util_map.png
12 x 12 tiles, from black (low) to pale yellow (high), 0 to 100% covered.
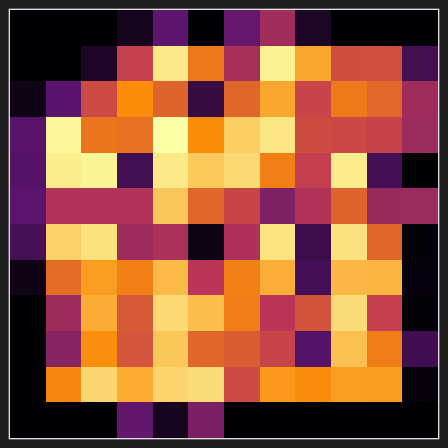
layers.png
Scale bar: 20 um. Only two layers are drawn.
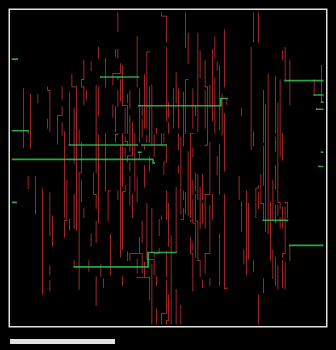
ff_map.png
Scale bar: 20 um.
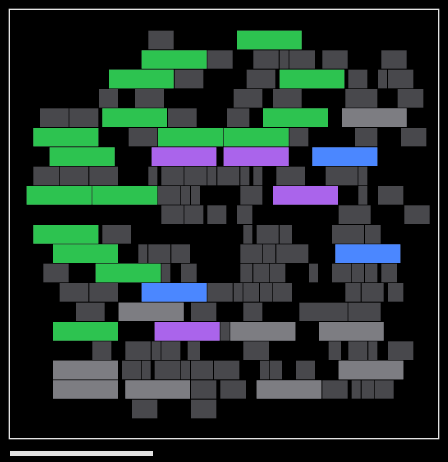
congestion_map.png
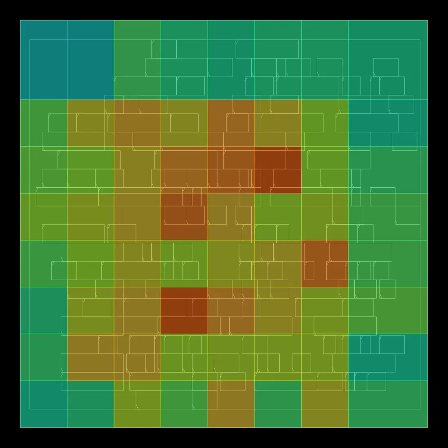
class_map.png
Scale bar: 20 um. Fill, decap, tap and diode cells in gray.
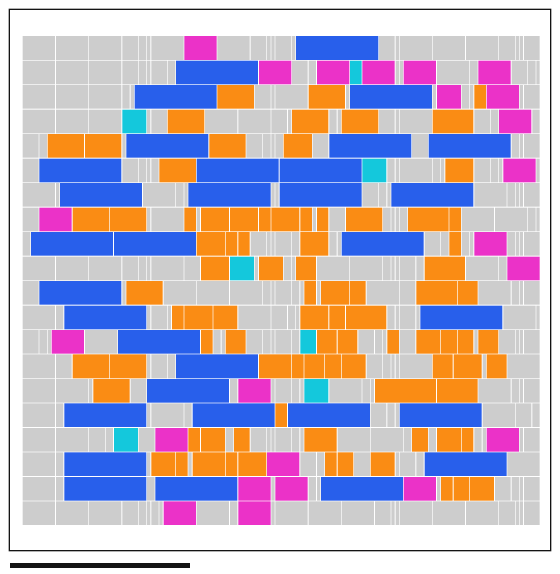
===== src/rtl/ccr_context_ctrl.sv =====
// ccr_context_ctrl
// Condition-code context sequencer. On interrupt it waits for in-flight flag
// writers to retire, pushes the CCR onto a small shadow stack and steers fetch
// to the vector. On RTI it pops the stack and drives the CCR load port.
// All outputs come straight from flops so they are glitch-free toward the
// PC mux, the pipeline flush network and the CCR register.

module ccr_context_ctrl #(
    parameter int FLAG_W = 4,
    parameter int DEPTH  = 4,
    localparam int DW    = $clog2(DEPTH + 1)
) (
    input  logic              clk,
    input  logic              rst,
    input  logic              int_req,
    input  logic              rti_wb,
    input  logic              pipe_busy,
    input  logic [FLAG_W-1:0] ccr_reg,
    output logic              stall_fetch,
    output logic              flush,
    output logic              vector_sel,
    output logic              int_ack,
    output logic              ccr_load,
    output logic [FLAG_W-1:0] ccr_load_val,
    output logic [DW-1:0]     depth,
    output logic              ovf_err,
    output logic              unf_err
);

    typedef enum logic [2:0] {
        ST_IDLE    = 3'd0,
        ST_DRAIN   = 3'd1,
        ST_SAVE    = 3'd2,
        ST_VECTOR  = 3'd3,
        ST_RESTORE = 3'd4
    } state_t;

    localparam logic [DW-1:0] DEPTH_MAX = DW'(DEPTH);
    localparam logic [DW-1:0] ONE_C     = DW'(1'b1);
    localparam logic [DW-1:0] ZERO_C    = {DW{1'b0}};

    state_t            state_r;
    state_t            state_s;
    logic              rti_pend_r;
    logic              rti_pend_s;
    logic              ovf_err_r;
    logic              ovf_err_s;
    logic              unf_err_r;
    logic              unf_err_s;
    logic [DW-1:0]     depth_r;
    logic [DW-1:0]     depth_s;
    logic              push_s;
    logic [FLAG_W-1:0] top_s;
    logic [FLAG_W-1:0] stack_r [DEPTH];

    logic              stall_s;
    logic              vector_s;
    logic              load_s;
    logic [FLAG_W-1:0] load_val_s;

    // Select the top-of-stack entry (entry depth-1) for a pending restore.
    always_comb begin
        top_s = {FLAG_W{1'b0}};
        for (int i = 0; i < DEPTH; i++) begin
            if (depth_r == DW'(i + 1)) begin
                top_s = stack_r[i];
            end else begin
                top_s = top_s;
            end
        end
    end

    // Next-state, stack-pointer and sticky-error logic.
    always_comb begin
        state_s    = state_r;
        rti_pend_s = rti_pend_r;
        ovf_err_s  = ovf_err_r;
        unf_err_s  = unf_err_r;
        depth_s    = depth_r;
        push_s     = 1'b0;

        case (state_r)
            ST_IDLE: begin
                if (rti_pend_r || rti_wb) begin
                    // A pending RTI is consumed now; an RTI arriving on top of
                    // it cannot be queued and marks the program as broken.
                    rti_pend_s = 1'b0;
                    if (rti_pend_r && rti_wb) begin
                        unf_err_s = 1'b1;
                    end else begin
                        unf_err_s = unf_err_r;
                    end
                    if (depth_r != ZERO_C) begin
                        state_s = ST_RESTORE;
                    end else begin
                        unf_err_s = 1'b1;
                    end
                end else if (int_req) begin
                    if (depth_r < DEPTH_MAX) begin
                        state_s = ST_DRAIN;
                    end else begin
                        ovf_err_s = 1'b1;
                    end
                end else begin
                    state_s = ST_IDLE;
                end
            end
            ST_DRAIN: begin
                if (!pipe_busy) begin
                    state_s = ST_SAVE;
                end else begin
                    state_s = ST_DRAIN;
                end
            end
            ST_SAVE: begin
                push_s  = 1'b1;
                depth_s = depth_r + ONE_C;
                state_s = ST_VECTOR;
            end
            ST_VECTOR: begin
                state_s = ST_IDLE;
            end
            ST_RESTORE: begin
                depth_s = depth_r - ONE_C;
                state_s = ST_IDLE;
            end
            default: begin
                state_s = ST_IDLE;
            end
        endcase

        // RTI seen while busy is remembered for the next IDLE; only one fits.
        if ((state_r != ST_IDLE) && rti_wb) begin
            if (rti_pend_r) begin
                unf_err_s = 1'b1;
            end else begin
                rti_pend_s = 1'b1;
            end
        end else begin
            rti_pend_s = rti_pend_s;
        end
    end

    // Decode the outputs for the state being entered so they can be registered.
    always_comb begin
        stall_s    = 1'b0;
        vector_s   = 1'b0;
        load_s     = 1'b0;
        load_val_s = {FLAG_W{1'b0}};
        case (state_s)
            ST_DRAIN:   stall_s  = 1'b1;
            ST_SAVE:    stall_s  = 1'b1;
            ST_VECTOR:  vector_s = 1'b1;
            ST_RESTORE: begin
                load_s     = 1'b1;
                load_val_s = top_s;
            end
            default: begin
                stall_s = 1'b0;
            end
        endcase
    end

    // Control state, stack pointer, sticky errors and registered outputs.
    always_ff @(posedge clk or posedge rst) begin
        if (rst) begin
            state_r      <= ST_IDLE;
            rti_pend_r   <= 1'b0;
            ovf_err_r    <= 1'b0;
            unf_err_r    <= 1'b0;
            depth_r      <= ZERO_C;
            stall_fetch  <= 1'b0;
            flush        <= 1'b0;
            vector_sel   <= 1'b0;
            int_ack      <= 1'b0;
            ccr_load     <= 1'b0;
            ccr_load_val <= {FLAG_W{1'b0}};
        end else begin
            state_r      <= state_s;
            rti_pend_r   <= rti_pend_s;
            ovf_err_r    <= ovf_err_s;
            unf_err_r    <= unf_err_s;
            depth_r      <= depth_s;
            stall_fetch  <= stall_s;
            flush        <= vector_s;
            vector_sel   <= vector_s;
            int_ack      <= vector_s;
            ccr_load     <= load_s;
            ccr_load_val <= load_val_s;
        end
    end

    // Shadow stack storage: write the live CCR at the current depth on SAVE.
    always_ff @(posedge clk or posedge rst) begin
        if (rst) begin
            for (int i = 0; i < DEPTH; i++) begin
                stack_r[i] <= {FLAG_W{1'b0}};
            end
        end else begin
            for (int i = 0; i < DEPTH; i++) begin
                if (push_s && (depth_r == DW'(i))) begin
                    stack_r[i] <= ccr_reg;
                end else begin
                    stack_r[i] <= stack_r[i];
                end
            end
        end
    end

    assign depth   = depth_r;
    assign ovf_err = ovf_err_r;
    assign unf_err = unf_err_r;

endmodule


===== config.mk =====
export PLATFORM = sky130hd
export DESIGN_NAME = ccr_context_ctrl
export DESIGN_NICKNAME = d
export VERILOG_FILES = /design/src/rtl/ccr_context_ctrl.sv
export SDC_FILE = /design/constraint.sdc
export NUM_CORES = 1
export LEC_CHECK = 0
export CAP_MARGIN = 10
export CORE_MARGIN = 1
export CORE_UTILIZATION = 45
export DETAILED_ROUTE_END_ITERATION = 12
export HOLD_SLACK_MARGIN = 0.06
export PLACE_DENSITY = 0.67
export SLEW_MARGIN = 20
export SYNTH_ARGS = -nofsm -noshare
export SYNTH_HDL_FRONTEND = slang
export SYNTH_SLANG_ARGS = --single-unit

===== constraint.sdc =====
create_clock -name clk -period 2.95 [get_ports clk]
set_clock_uncertainty 0.15 [all_clocks]
set_input_delay 0.59 -clock clk [delete_from_list [all_inputs] [get_ports clk]]
set_output_delay 0.59 -clock clk [all_outputs]
set_load 0.01 [all_outputs]

==> results.sh <==
# source this file to load flow results
export IMPL_grt_busiest_layer="met2"
export IMPL_finalSetupTns_ns=0
export IMPL_wl_met3_um=119
export IMPL_fmax_mhz=424
export IMPL_nNetsFinal=164
export IMPL_die_h_um=60.0
export IMPL_end_kind="flop"
export IMPL_rsz0062_at_grt="no"
export IMPL_power_top_group="registers"
export IMPL_cts_buffers=5
export IMPL_die_x_um=60.0
export IMPL_status="finished, final reports clean"
export IMPL_seqPwrFrac_pct=44.5
export IMPL_clockPowerShare_pct=12.5
export IMPL_min_from="ovf_err"
export IMPL_synthToLayoutAreaGrowth_pct=18.7
export IMPL_fp_nets=141
export IMPL_grt_overflow_total=0
export IMPL_vias_per_cell=5.40
export IMPL_setup_viol=0
export IMPL_cpPeakStageDelay_ns=0.60
export IMPL_drive_above_1_share_pct=17.4
export IMPL_met2WireLength_um=1470
export IMPL_finalMaxSlewViolations=0
export IMPL_met1_length_um=1420
export IMPL_fin_crit_ns=2.36
export IMPL_reg2reg_depth=5
export IMPL_slew_limit_headroom_pct=51.3
export IMPL_p_sw_share_pct=36.8
export IMPL_cts_setup_buffers=0
export IMPL_route_detailed_drc=0
export IMPL_cp_cell_sequence="inv_1, ha_1, nor4b_1, nand2_1, a221oi_1"
export IMPL_timing_rr_end="ccr_load_val[3]"
export IMPL_setup_slack_ns=0.590
export IMPL_yosys_stat_cells=126
export IMPL_top_layer="met4"
export IMPL_comb_area_um2=647
export IMPL_ys_area_mm2=0.00151
export IMPL_seq_area_frac_synth_pct=52.9
export IMPL_ff_count=32
export IMPL_dp_slack_ns=0.576
export IMPL_arrival_ns=2.44
export IMPL_worstMarginPinSlew_ns=0.723
Back to the opening pictures, util_map.png:
- tiles over 75% full: 26%
- densest ninth of the die: center
- fullest tile: 100%
Finished Core Util: 57.4%
Core Region: 0.00313 mm^2
fp_density: 48.4%

Back to the opening pictures, layers.png:
- red: M2 (wire length 1470 um)
- green: M3 (wire length 119 um)
routed wire length: 3040 um
Via Count: 1042
WL per Instance: 15.8 um
GRT Util Overall: 20.8%

Back to the opening pictures, ff_map.png:
- purple: ccr_load_val (sequential cells 4)
- blue: depth (sequential cells 3)
- green: stack_r (sequential cells 16)
Seq area share: 44.6%
FF/Latch Area: 801 um^2
P_seq: 813 uW

Back to the opening pictures, congestion_map.png:
grt met2 use: 31.1%
met3 GRT Util: 6.49%
routing usage on met1: 28.2%

Back to the opening pictures, class_map.png:
- cyan: clock drivers and dummy loads (cells 7)
- orange: remaining logic cells (cells 87)
- blue: registers (cells 32)
- magenta: remaining buffers and delay cells (cells 23)
# rows: 20
final instance area: 0.00180 mm^2

-- cells by family after synthesis --
kind of cell | count (synthesis) | share of synthesized area, %
compound gates | 22 | 10.9
xor+xnor | 1 | 0.579
fa+ha+maj | 6 | 4.96
buf+inv | 12 | 4.30
flops | 32 | 52.9
mux | 16 | 11.9
simple gates | 37 | 14.4
-- synth_stat cells (all sizes together) (3+ instances only) --
master,number
a221oi,9
ha,6
dfrtp,32
mux2,16
nor2,7
nor3b,3
and2,4
nand2b,3
a21oi,4
nand2,9
buf,7
inv,5
-- sequential cells by signal, summed over array words and instances (netlist names) --
signal        cells
ovf_err           1
unf_err           1
ccr_load          1
int_ack           1
stack_r          16
state_r           3
stall_fetch       1
ccr_load_val      4
rti_pend_r        1
depth             3
Power is estimated from default activity; no workload was simulated.
